Fig. 1: run 1, metal 3
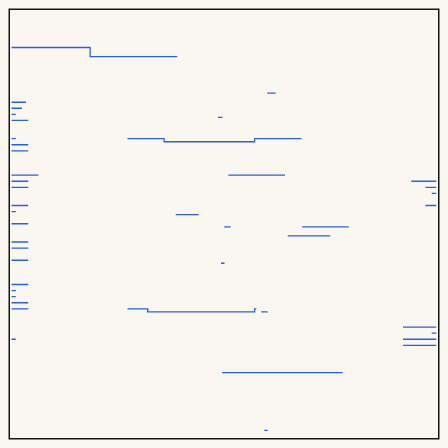
Fig. 2: run 1, pin map
Pins as bars across the die edge, other pins in grey.
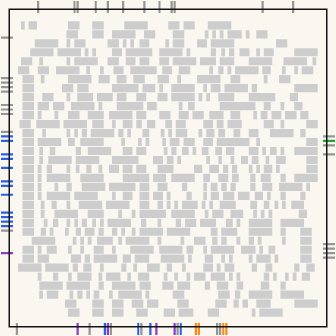
Fig. 3: run 1, register map, names as in the netlist
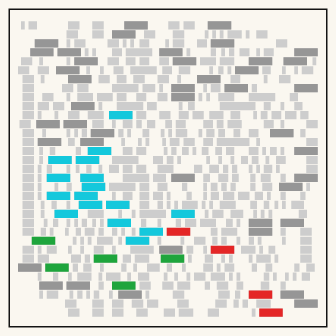
`config.mk`:
```
export PLATFORM = sky130hd
export DESIGN_NAME = ddr_wr_framer_flat
export DESIGN_NICKNAME = d
export VERILOG_FILES = /design/src/rtl/ddr_wr_framer_if.sv /design/src/rtl/ddr_wr_framer.sv /design/src/flat_wrapper.sv
export SDC_FILE = /design/constraint.sdc
export NUM_CORES = 1
export LEC_CHECK = 0
export CELL_PAD_IN_SITES_DETAIL_PLACEMENT = 1
export CELL_PAD_IN_SITES_GLOBAL_PLACEMENT = 1
export CORE_MARGIN = 1.5
export CORE_UTILIZATION = 43
export CTS_CLUSTER_DIAMETER = 120
export CTS_CLUSTER_SIZE = 8
export DETAILED_ROUTE_END_ITERATION = 10
export GPL_TIMING_DRIVEN = 0
export PLACE_DENSITY_LB_ADDON = 0.1
export SETUP_SLACK_MARGIN = 0.1
export SLEW_MARGIN = 30
export SYNTH_ARGS = -nofsm -noshare
export SYNTH_HDL_FRONTEND = slang
export SYNTH_SLANG_ARGS = --single-unit
```
`constraint.sdc`:
```
create_clock -name i_sys_clk -period 6.45 [get_ports i_sys_clk]
set_input_delay 0.645 -clock i_sys_clk [delete_from_list [all_inputs] [get_ports i_sys_clk]]
set_output_delay 0.645 -clock i_sys_clk [all_outputs]
set_load 0.005 [all_outputs]
```
`src/rtl/ddr_wr_framer_if.sv`:
```
// ddr_wr_framer_if: bus between the DDR mode engine / SDA pad logic and the write framer
// Ports (all signals, named from the framer's point of view):
//   i_start, i_bit_tick, i_cmd_word, i_word_cnt, i_regf_base  : frame request and bit pacing
//   i_regf_rd_data, i_sda                                     : register-file data, synchronised SDA
//   o_sda, o_sda_oe, o_pp_od                                  : SDA pad drive
//   o_regf_rd_en, o_regf_addr                                 : register-file read port
//   o_busy, o_done, o_nack, o_words_sent                      : frame status
// slave is the framer side, master is the engine/testbench side.
interface ddr_wr_framer_if #(
  parameter int ADDR_W = 5,
  parameter int WCNT_W = 4
);
  logic              i_start;
  logic              i_bit_tick;
  logic [15:0]       i_cmd_word;
  logic [WCNT_W-1:0] i_word_cnt;
  logic [ADDR_W-1:0] i_regf_base;
  logic [15:0]       i_regf_rd_data;
  logic              i_sda;
  logic              o_sda;
  logic              o_sda_oe;
  logic              o_pp_od;
  logic              o_regf_rd_en;
  logic [ADDR_W-1:0] o_regf_addr;
  logic              o_busy;
  logic              o_done;
  logic              o_nack;
  logic [WCNT_W-1:0] o_words_sent;
  modport slave (
    input  i_start, i_bit_tick, i_cmd_word, i_word_cnt, i_regf_base, i_regf_rd_data, i_sda,
    output o_sda, o_sda_oe, o_pp_od, o_regf_rd_en, o_regf_addr, o_busy, o_done, o_nack, o_words_sent
  );
  modport master (
    output i_start, i_bit_tick, i_cmd_word, i_word_cnt, i_regf_base, i_regf_rd_data, i_sda,
    input  o_sda, o_sda_oe, o_pp_od, o_regf_rd_en, o_regf_addr, o_busy, o_done, o_nack, o_words_sent
  );
endinterface

```
`src/rtl/ddr_wr_framer.sv`:
```
// ddr_wr_framer: serialises one HDR-DDR write frame (command, ACK slot, N data words, CRC-5) onto SDA
// Ports:
//   i_sys_clk, i_sys_rst : clock, synchronous active-high reset
//   bus (slave)          : start/done handshake, bit tick, register-file read port, SDA pad drive
// Optional feature macro DDR_ACK_CHECK_EN: when defined the ACK slot samples i_sda and a NACK
// aborts the frame; when undefined every ACK slot counts as ACK and o_nack stays 0.
module ddr_wr_framer #(
  parameter int MAX_WORDS = 8,
  parameter int ADDR_W    = 5,
  parameter int WCNT_W    = $clog2(MAX_WORDS + 1)
) (
  input logic           i_sys_clk,
  input logic           i_sys_rst,
  ddr_wr_framer_if.slave bus
);
  typedef enum logic [3:0] {
    IDLE, CMD_PRE, CMD, CMD_PAR, ACK_DRV, ACK_SAMP,
    DATA_PRE, DATA, DATA_PAR, CRC_PRE, CRC_TOK, CRC_VAL
  } state_t;
  state_t            st_q, st_d;
  logic [4:0]        cnt_q, cnt_d, len, crc_q, crc_d, crc_sh;
  logic [15:0]       cmd_q, cmd_d, wd_q, wd_d;
  logic [WCNT_W-1:0] nw_q, nw_d, ws_q, ws_d;
  logic [ADDR_W-1:0] base_q, base_d, addr_q, addr_d;
  logic              rd_en_q, rd_en_d, ld_q, ld_d, done_q, done_d, nack_q, nack_d;
  logic              last, ack, sda;

  function automatic logic par(input logic [15:0] w, input logic second);
    return second ? ~^(w & 16'h5555) : ^(w & 16'hAAAA);
  endfunction

`ifdef DDR_ACK_CHECK_EN
  assign ack = ~bus.i_sda;
`else
  assign ack = 1'b1;
`endif

  assign crc_sh = crc_q << cnt_q[2:0];

  always_comb begin
    len = (st_q == CMD || st_q == DATA) ? 5'd16 :
          (st_q == CRC_VAL) ? 5'd5 :
          (st_q == CRC_TOK) ? 5'd4 :
          (st_q == ACK_DRV || st_q == ACK_SAMP) ? 5'd1 : 5'd2;
    last = bus.i_bit_tick && cnt_q == len - 5'd1;
    // both 2-bit preambles that start with 0 are "0,1", i.e. the bit index itself
    sda = (st_q == CMD_PRE || st_q == CRC_PRE) ? cnt_q[0] :
          (st_q == CMD) ? cmd_q[4'd15 - cnt_q[3:0]] :
          (st_q == DATA) ? wd_q[4'd15 - cnt_q[3:0]] :
          (st_q == CMD_PAR) ? par(cmd_q, cnt_q[0]) :
          (st_q == DATA_PAR) ? par(wd_q, cnt_q[0]) :
          (st_q == CRC_TOK) ? ~cnt_q[1] :
          (st_q == CRC_VAL) ? crc_sh[4] : 1'b1;
  end

  always_comb begin
    st_d    = st_q;
    cnt_d   = (st_q == IDLE || last) ? 5'd0 : cnt_q + {4'd0, bus.i_bit_tick};
    cmd_d   = cmd_q;
    nw_d    = nw_q;
    base_d  = base_q;
    addr_d  = addr_q;
    ws_d    = ws_q;
    rd_en_d = 1'b0;
    ld_d    = rd_en_q;
    // read data is valid the cycle after the strobe
    wd_d    = ld_q ? bus.i_regf_rd_data : wd_q;
    done_d  = 1'b0;
    nack_d  = 1'b0;
    crc_d   = (st_q == DATA && bus.i_bit_tick) ?
              {crc_q[3:0], 1'b0} ^ ({5{crc_q[4] ^ sda}} & 5'h05) : crc_q;
    case (st_q)
      IDLE: if (bus.i_start) begin
        st_d   = CMD_PRE;
        cmd_d  = bus.i_cmd_word;
        nw_d   = (bus.i_word_cnt > WCNT_W'(MAX_WORDS)) ? WCNT_W'(MAX_WORDS) : bus.i_word_cnt;
        base_d = bus.i_regf_base;
        ws_d   = '0;
        crc_d  = 5'h1F;
      end
      CMD_PRE: if (last) st_d = CMD;
      CMD:     if (last) st_d = CMD_PAR;
      CMD_PAR: if (last) begin
        st_d    = ACK_DRV;
        rd_en_d = 1'b1;
        addr_d  = base_q;
      end
      ACK_DRV: if (last) st_d = ACK_SAMP;
      ACK_SAMP: if (last) begin
        st_d   = (ack && nw_q != '0) ? DATA : IDLE;
        done_d = !(ack && nw_q != '0);
        nack_d = ~ack;
      end
      DATA: if (last) st_d = DATA_PAR;
      // ws_q doubles as the index of the word currently on the wire
      DATA_PAR: if (last) begin
        ws_d = ws_q + 1'b1;
        if (ws_d < nw_q) begin
          st_d    = DATA_PRE;
          rd_en_d = 1'b1;
          addr_d  = base_q + ADDR_W'(ws_d);
        end else begin
          st_d = CRC_PRE;
        end
      end
      DATA_PRE: if (last) st_d = DATA;
      CRC_PRE:  if (last) st_d = CRC_TOK;
      CRC_TOK:  if (last) st_d = CRC_VAL;
      CRC_VAL: if (last) begin
        st_d   = IDLE;
        done_d = 1'b1;
      end
      default: st_d = IDLE;
    endcase
  end

  always_ff @(posedge i_sys_clk) begin
    if (i_sys_rst) begin
      st_q    <= IDLE;
      cnt_q   <= '0;
      cmd_q   <= '0;
      wd_q    <= '0;
      nw_q    <= '0;
      ws_q    <= '0;
      base_q  <= '0;
      addr_q  <= '0;
      crc_q   <= 5'h1F;
      rd_en_q <= 1'b0;
      ld_q    <= 1'b0;
      done_q  <= 1'b0;
      nack_q  <= 1'b0;
    end else begin
      st_q    <= st_d;
      cnt_q   <= cnt_d;
      cmd_q   <= cmd_d;
      wd_q    <= wd_d;
      nw_q    <= nw_d;
      ws_q    <= ws_d;
      base_q  <= base_d;
      addr_q  <= addr_d;
      crc_q   <= crc_d;
      rd_en_q <= rd_en_d;
      ld_q    <= ld_d;
      done_q  <= done_d;
      nack_q  <= nack_d;
    end
  end

  assign bus.o_sda        = sda;
  assign bus.o_sda_oe     = st_q != IDLE && st_q != ACK_SAMP;
  assign bus.o_pp_od      = st_q != IDLE && st_q != ACK_SAMP && st_q != ACK_DRV;
  assign bus.o_regf_rd_en = rd_en_q;
  assign bus.o_regf_addr  = addr_q;
  assign bus.o_busy       = st_q != IDLE;
  assign bus.o_done       = done_q;
  assign bus.o_nack       = nack_q;
  assign bus.o_words_sent = ws_q;
endmodule

```
`src/flat_wrapper.sv`:
```
// flat-port wrapper written by rule: the top's interface ports become plain ports
module ddr_wr_framer_flat 
#(
  parameter int MAX_WORDS = 8,
  parameter int ADDR_W    = 5,
  parameter int WCNT_W    = $clog2(MAX_WORDS + 1)
)
  (i_sys_clk, i_sys_rst, bus_i_start, bus_i_bit_tick, bus_i_cmd_word, bus_i_word_cnt, bus_i_regf_base, bus_i_regf_rd_data, bus_i_sda, bus_o_sda, bus_o_sda_oe, bus_o_pp_od, bus_o_regf_rd_en, bus_o_regf_addr, bus_o_busy, bus_o_done, bus_o_nack, bus_o_words_sent);
  ddr_wr_framer_if #(.ADDR_W(ADDR_W), .WCNT_W(WCNT_W)) bus_i ();
  input logic i_sys_clk;
  input logic i_sys_rst;
  input wire logic [$bits(bus_i.i_start)-1:0] bus_i_start;
  input wire logic [$bits(bus_i.i_bit_tick)-1:0] bus_i_bit_tick;
  input wire logic [$bits(bus_i.i_cmd_word)-1:0] bus_i_cmd_word;
  input wire logic [$bits(bus_i.i_word_cnt)-1:0] bus_i_word_cnt;
  input wire logic [$bits(bus_i.i_regf_base)-1:0] bus_i_regf_base;
  input wire logic [$bits(bus_i.i_regf_rd_data)-1:0] bus_i_regf_rd_data;
  input wire logic [$bits(bus_i.i_sda)-1:0] bus_i_sda;
  output wire logic [$bits(bus_i.o_sda)-1:0] bus_o_sda;
  output wire logic [$bits(bus_i.o_sda_oe)-1:0] bus_o_sda_oe;
  output wire logic [$bits(bus_i.o_pp_od)-1:0] bus_o_pp_od;
  output wire logic [$bits(bus_i.o_regf_rd_en)-1:0] bus_o_regf_rd_en;
  output wire logic [$bits(bus_i.o_regf_addr)-1:0] bus_o_regf_addr;
  output wire logic [$bits(bus_i.o_busy)-1:0] bus_o_busy;
  output wire logic [$bits(bus_i.o_done)-1:0] bus_o_done;
  output wire logic [$bits(bus_i.o_nack)-1:0] bus_o_nack;
  output wire logic [$bits(bus_i.o_words_sent)-1:0] bus_o_words_sent;
  assign bus_i.i_start = bus_i_start;
  assign bus_i.i_bit_tick = bus_i_bit_tick;
  assign bus_i.i_cmd_word = bus_i_cmd_word;
  assign bus_i.i_word_cnt = bus_i_word_cnt;
  assign bus_i.i_regf_base = bus_i_regf_base;
  assign bus_i.i_regf_rd_data = bus_i_regf_rd_data;
  assign bus_i.i_sda = bus_i_sda;
  assign bus_o_sda = bus_i.o_sda;
  assign bus_o_sda_oe = bus_i.o_sda_oe;
  assign bus_o_pp_od = bus_i.o_pp_od;
  assign bus_o_regf_rd_en = bus_i.o_regf_rd_en;
  assign bus_o_regf_addr = bus_i.o_regf_addr;
  assign bus_o_busy = bus_i.o_busy;
  assign bus_o_done = bus_i.o_done;
  assign bus_o_nack = bus_i.o_nack;
  assign bus_o_words_sent = bus_i.o_words_sent;
  ddr_wr_framer #(.MAX_WORDS(MAX_WORDS), .ADDR_W(ADDR_W), .WCNT_W(WCNT_W)) u_core (.i_sys_clk(i_sys_clk), .i_sys_rst(i_sys_rst), .bus(bus_i));
endmodule
```
==> reports/notes.md, run 1 <==
Across the VDD grid, the largest voltage drop is 83.4 uV. The global route stage reports its total congestion overflow as 0. The pin count of the biggest net entering global routing was 11.

Looking at the clock tree report, the maximum root-to-sink buffer count equals 2. The run gives 25.1% for the layout-stage area growth over the synthesis result. For the number of warnings printed during yosys synthesis, the log shows 0. With the number of logic gates at 318, the clock buffer count from CTS is 9. Tap insertion was completed with 105 tapcells. The tools report the category of the worst setup path capture point as an output port. The tools report the count of hold buffers inserted by post-cts repair as 0. Most popular library cell in the synthesized design by count: sky130_fd_sc_hd__dfxtp_1.

Across all stage logs, warnings added up to 27. Per the detail_route report, DRC violations left total 0. Counting the clock-network buffers in the layout gives 15. For this run, the chip area from Yosys synthesis comes to 0.00370 mm2. After layout, the worst setup slack is 2620 ps.

The post-placement cell count came out at 588. The end of the critical path is bus_o_sda. Dominant synthesized flop cell: sky130_fd_sc_hd__dfxtp_1.

The clock group total power was 370 uW; the initial detailed-routing violation count was 118. Per the repair_timing log after CTS, setup buffers inserted total 0. The final report lists a non-filler cell total of 604.

Among logic cells in the layout, the one with the most instances is sky130_fd_sc_hd__dfxtp_1. The biggest slice of the area belongs to multi-input combinational cells. The transition time recorded at the tightest slew-check pin is 843 ps. The synthesized design spends more area on one cell type than any other, namely sky130_fd_sc_hd__dfxtp_1. With the initial antenna violation count at 0, the fraction of standard cell area in multi-input logic is 47.4%.

By area the synthesized netlist is led by sky130_fd_sc_hd__dfxtp_1, sky130_fd_sc_hd__xnor2_1, sky130_fd_sc_hd__nand2_1. The combinational gate power was 166 uW. The clock H-tree reported by CTS has 3 levels.

The tools report the headroom to the max-slew limit as 43.3%. The worst setup path is of the reg -> out kind. The worst setup path is launched from a flop. The design has 67 sequential cells. Data on the critical path is required at its endpoint by 5800 ps.

The run finished with clean final reports. The layout has 85 buffers outside the clock class. Beginning of the worst hold path: u_core.base_q[4]$_SDFFE_PP0P_.

With the total negative slack for setup checks at 0 ps, the fraction of the cycle the final worst path needs is 59.4%. Summing all multiplexer cells gives an area fraction of 13.5%. In this run the register-to-register setup slack is 2840 ps. The library cell contributing the largest single delay on the critical path is sky130_fd_sc_hd__mux4_2. Looking at the critical path, the highest net fanout was 10.
-- Fig. 1 (at the start) --
nets with wire on the layer: 38
wire length on this layer: 269 um
share of all routed wire: 2.6%
longest straight run: 26.7 um
main direction: horizontal
final wirelength: 10.3 mm
via count of the routed design: 3242
routing usage on met3: 4.27%

-- Fig. 2 (at the start) --
| port | colour | pins | direction | edge |
|---|---|---|---|---|
| bus_o_done | green | 1 | output | right |
| bus_o_words_sent | orange | 4 | output | bottom |
| bus_i_cmd_word | blue | 16 | input | 12 left, 4 bottom |
| bus_o_regf_addr | purple | 5 | output | 4 bottom, 1 left |
Die W: 95.8 um
number of port buffers: 59
die extent in y: 95.8 um

-- Fig. 3 (at the start) --
| name in the netlist | colour | flops |
|---|---|---|
| u_core.cmd_q | cyan | 16 |
| u_core.base_q | green | 5 |
| u_core.bus.o_words_sent | red | 4 |
not coloured: 42
Flop area: 0.00134 mm2
final standard cell utilization of the core: 56.1%
power of the sequential group: 440 uW

## run 1: layer usage
layer	vias up	wire length (um)	GRT usage (%)
met5	-	0	0
met4	0	142	6.50
met3	11	269	4.27
met2	51	5000	40.4
met1	1572	4920	31.5
li1	1608	-	-
## run 1: state kept, by name, indices dropped and copies added, names as in the netlist, 4 cells and up
name,count
u_core.bus.o_regf_addr,5
u_core.cnt_q,5
u_core.cmd_q,16
u_core.nw_q,4
u_core.st_q,4
u_core.base_q,5
u_core.crc_q,5
u_core.bus.o_words_sent,4
u_core.wd_q,16
## run 1: worst min-delay path, stage by stage (launching register included)
cell and delay (ps):
sky130_fd_sc_hd__dfxtp_1 320, sky130_fd_sc_hd__nand2_1 60, sky130_fd_sc_hd__a21oi_1 50
Fig. 4: run 1, congestion heat map
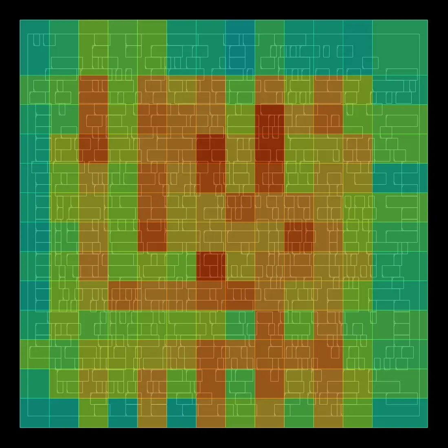

==> run 1 -> run 2 <==
Settings changed: CORE_UTILIZATION 43 to 40.
Clock period 6.45 ns to 3.9 ns, I/O delays scaled along.
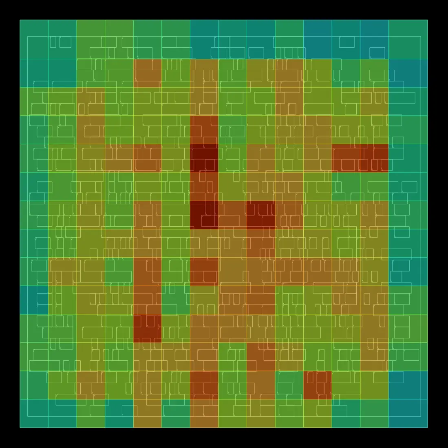
Fig. 5. Congestion heat map (run 2).
met1 Track Usage GR: 28.8%
layer carrying the most global-route usage: met2
met2 demand-to-capacity share in global routing: 36.2%
All-Layer GR Usage: 21.5%

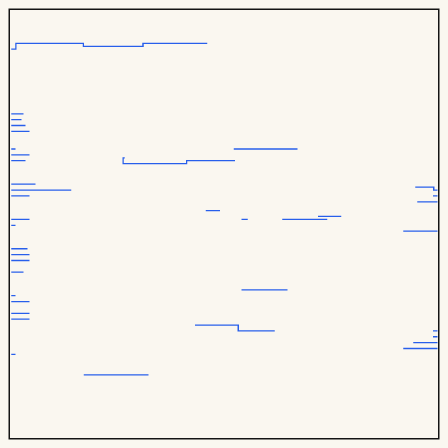
Fig. 6. Metal 3 (run 2).
main direction: horizontal
share of all routed wire: 2.6%
wire length on this layer: 260 um
nets with wire on the layer: 34
longest straight run: 15.6 um
final wirelength: 9.94 mm
routing usage on met3: 4.43%
via count of the routed design: 3193

==> run 2 against run 1 <==
Net effect:
- global-route usage decreased by 2.5 points
- register-to-register slack got worse by 2400 ps
- flip-flop count did not move
- non-clock buffer count stayed put
- via count decreased by 1.5%
- die area grew 7.3%
==> reports/notes.md, run 2 <==
The power report lists the combinational group at 272 uW. The run gives 59 for the number of port buffers. Wire segments on met3 add up to 260 um in the final route. The run finished with clean final reports. Leaving out fill and tap cells, the most frequent cell in the layout is sky130_fd_sc_hd__dfxtp_1. Warnings reported by Yosys during synthesis add up to 0. In the routed design, unresolved DRC markers number 0. The total negative slack for setup checks came out at 0 ps. The global route stage reports its total congestion overflow as 0. The largest registers in the layout are u_core.cmd_q x16, u_core.wd_q x16.

The setup slack of the critical path after layout is 432 ps. The element type at the critical path start is a flop. The class of the most critical setup path was reg -> reg.

No sink is reached through more buffers than the 2 on the longest clock path. Worst-case vdd ir drop: 159 uV. The biggest area contributor in the post-synthesis netlist is sky130_fd_sc_hd__dfxtp_1. The dominant synthesized flop cell is sky130_fd_sc_hd__dfxtp_1. For the pin with the worst max-slew slack, the measured transition is 711 ps.

Across the whole layout, multi-input logic makes up 47.8% of the cell area. According to the timing report, the data required time at the worst endpoint equals 4170 ps. The largest individual stage delay along the critical path comes from the cell sky130_fd_sc_hd__a2111oi_4.

For the sequential group, total power comes out at 727 uW. Once placement completed, the tool counted placed cells totaling 591. Across all checked pins, the minimum headroom to the slew limit is 52.6%. The routed length on met2 came out at 4.69 mm.

Uppermost layer routed: met4. The beginning of the worst hold path was u_core.bus.o_regf_rd_en$_SDFF_PP0_. By area, the class that comes first in the final layout consists of multi-input combinational cells. The worst setup path is captured at a flop. The clock network power reported by the tool is 523 uW. For this run, the share of the core covered by cells in the final layout is 51.9%.

Entering global routing, the biggest net connects 11 pins. The run gives 0 as the initial antenna violation count. Ranked by total cell area, the synthesized netlist is headed by sky130_fd_sc_hd__dfxtp_1, sky130_fd_sc_hd__xnor2_1, sky130_fd_sc_hd__nand2_1.

The initial detailed-routing violation count is 87. There are 67 flip-flops and latches. In the per-layer summary, the met1 wirelength comes to 4.91 mm.

The run gives 0.00370 mm2 for the chip area in the Yosys report. The sequential cells in the finished layout cover a total of 0.00134 mm2. The number of signal-net buffers in the layout was 85. The fraction of the cycle the final worst path needs is 88.9%, and the critical-path maximum fanout is 10.

The run gives 108 for the number of tap instances. The tools report the end of the critical path as u_core.bus.o_words_sent[2]$_SDFFE_PP0P_. The tools report the final-layout clock buffer total as 12. The run gives 27 for the number of warnings in the stage logs.
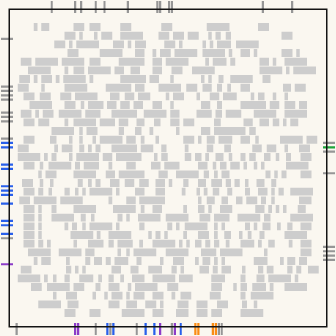
Fig. 7. Pin map (run 2).
Pins as bars across the die edge, other pins in grey.
| port | colour | pins | direction | edge |
|---|---|---|---|---|
| bus_o_regf_addr | purple | 5 | output | 4 bottom, 1 left |
| bus_o_words_sent | orange | 4 | output | bottom |
| bus_i_cmd_word | blue | 16 | input | 11 left, 5 bottom |
| bus_o_done | green | 1 | output | right |
die extent in y: 99.2 um
Die W: 99.2 um

==> run 2: cell counts after synthesis <==
Identical to the previous run, type by type.
==> run 2: metal layers <==
metal / GRT usage, % / up-vias
met5: 0 / -
met2: 36.2 / 44
met4: 4.23 / 0
met3: 4.43 / 8
li1: - / 1601
met1: 28.8 / 1540
==> run 2: logic make-up (layout without fill, tap and decap cells) <==
family / count (synthesis) / in the layout / share of synthesized area, %
AOI/OAI and AO/OA: 74 / 74 / 12.7
xor gates and xnor gates: 41 / 41 / 9.70
adders and majority gates: 13 / 13 / 4.60
buffers and inverters: 39 / 112 / 4.43
DFF: 67 / 67 / 36.2
muxes: 38 / 38 / 13.5
other: 1 / 1 / 0.101
and+or+nand+nor: 151 / 151 / 18.7
Power figures rest on the tool's default switching activity, not on a simulated workload.
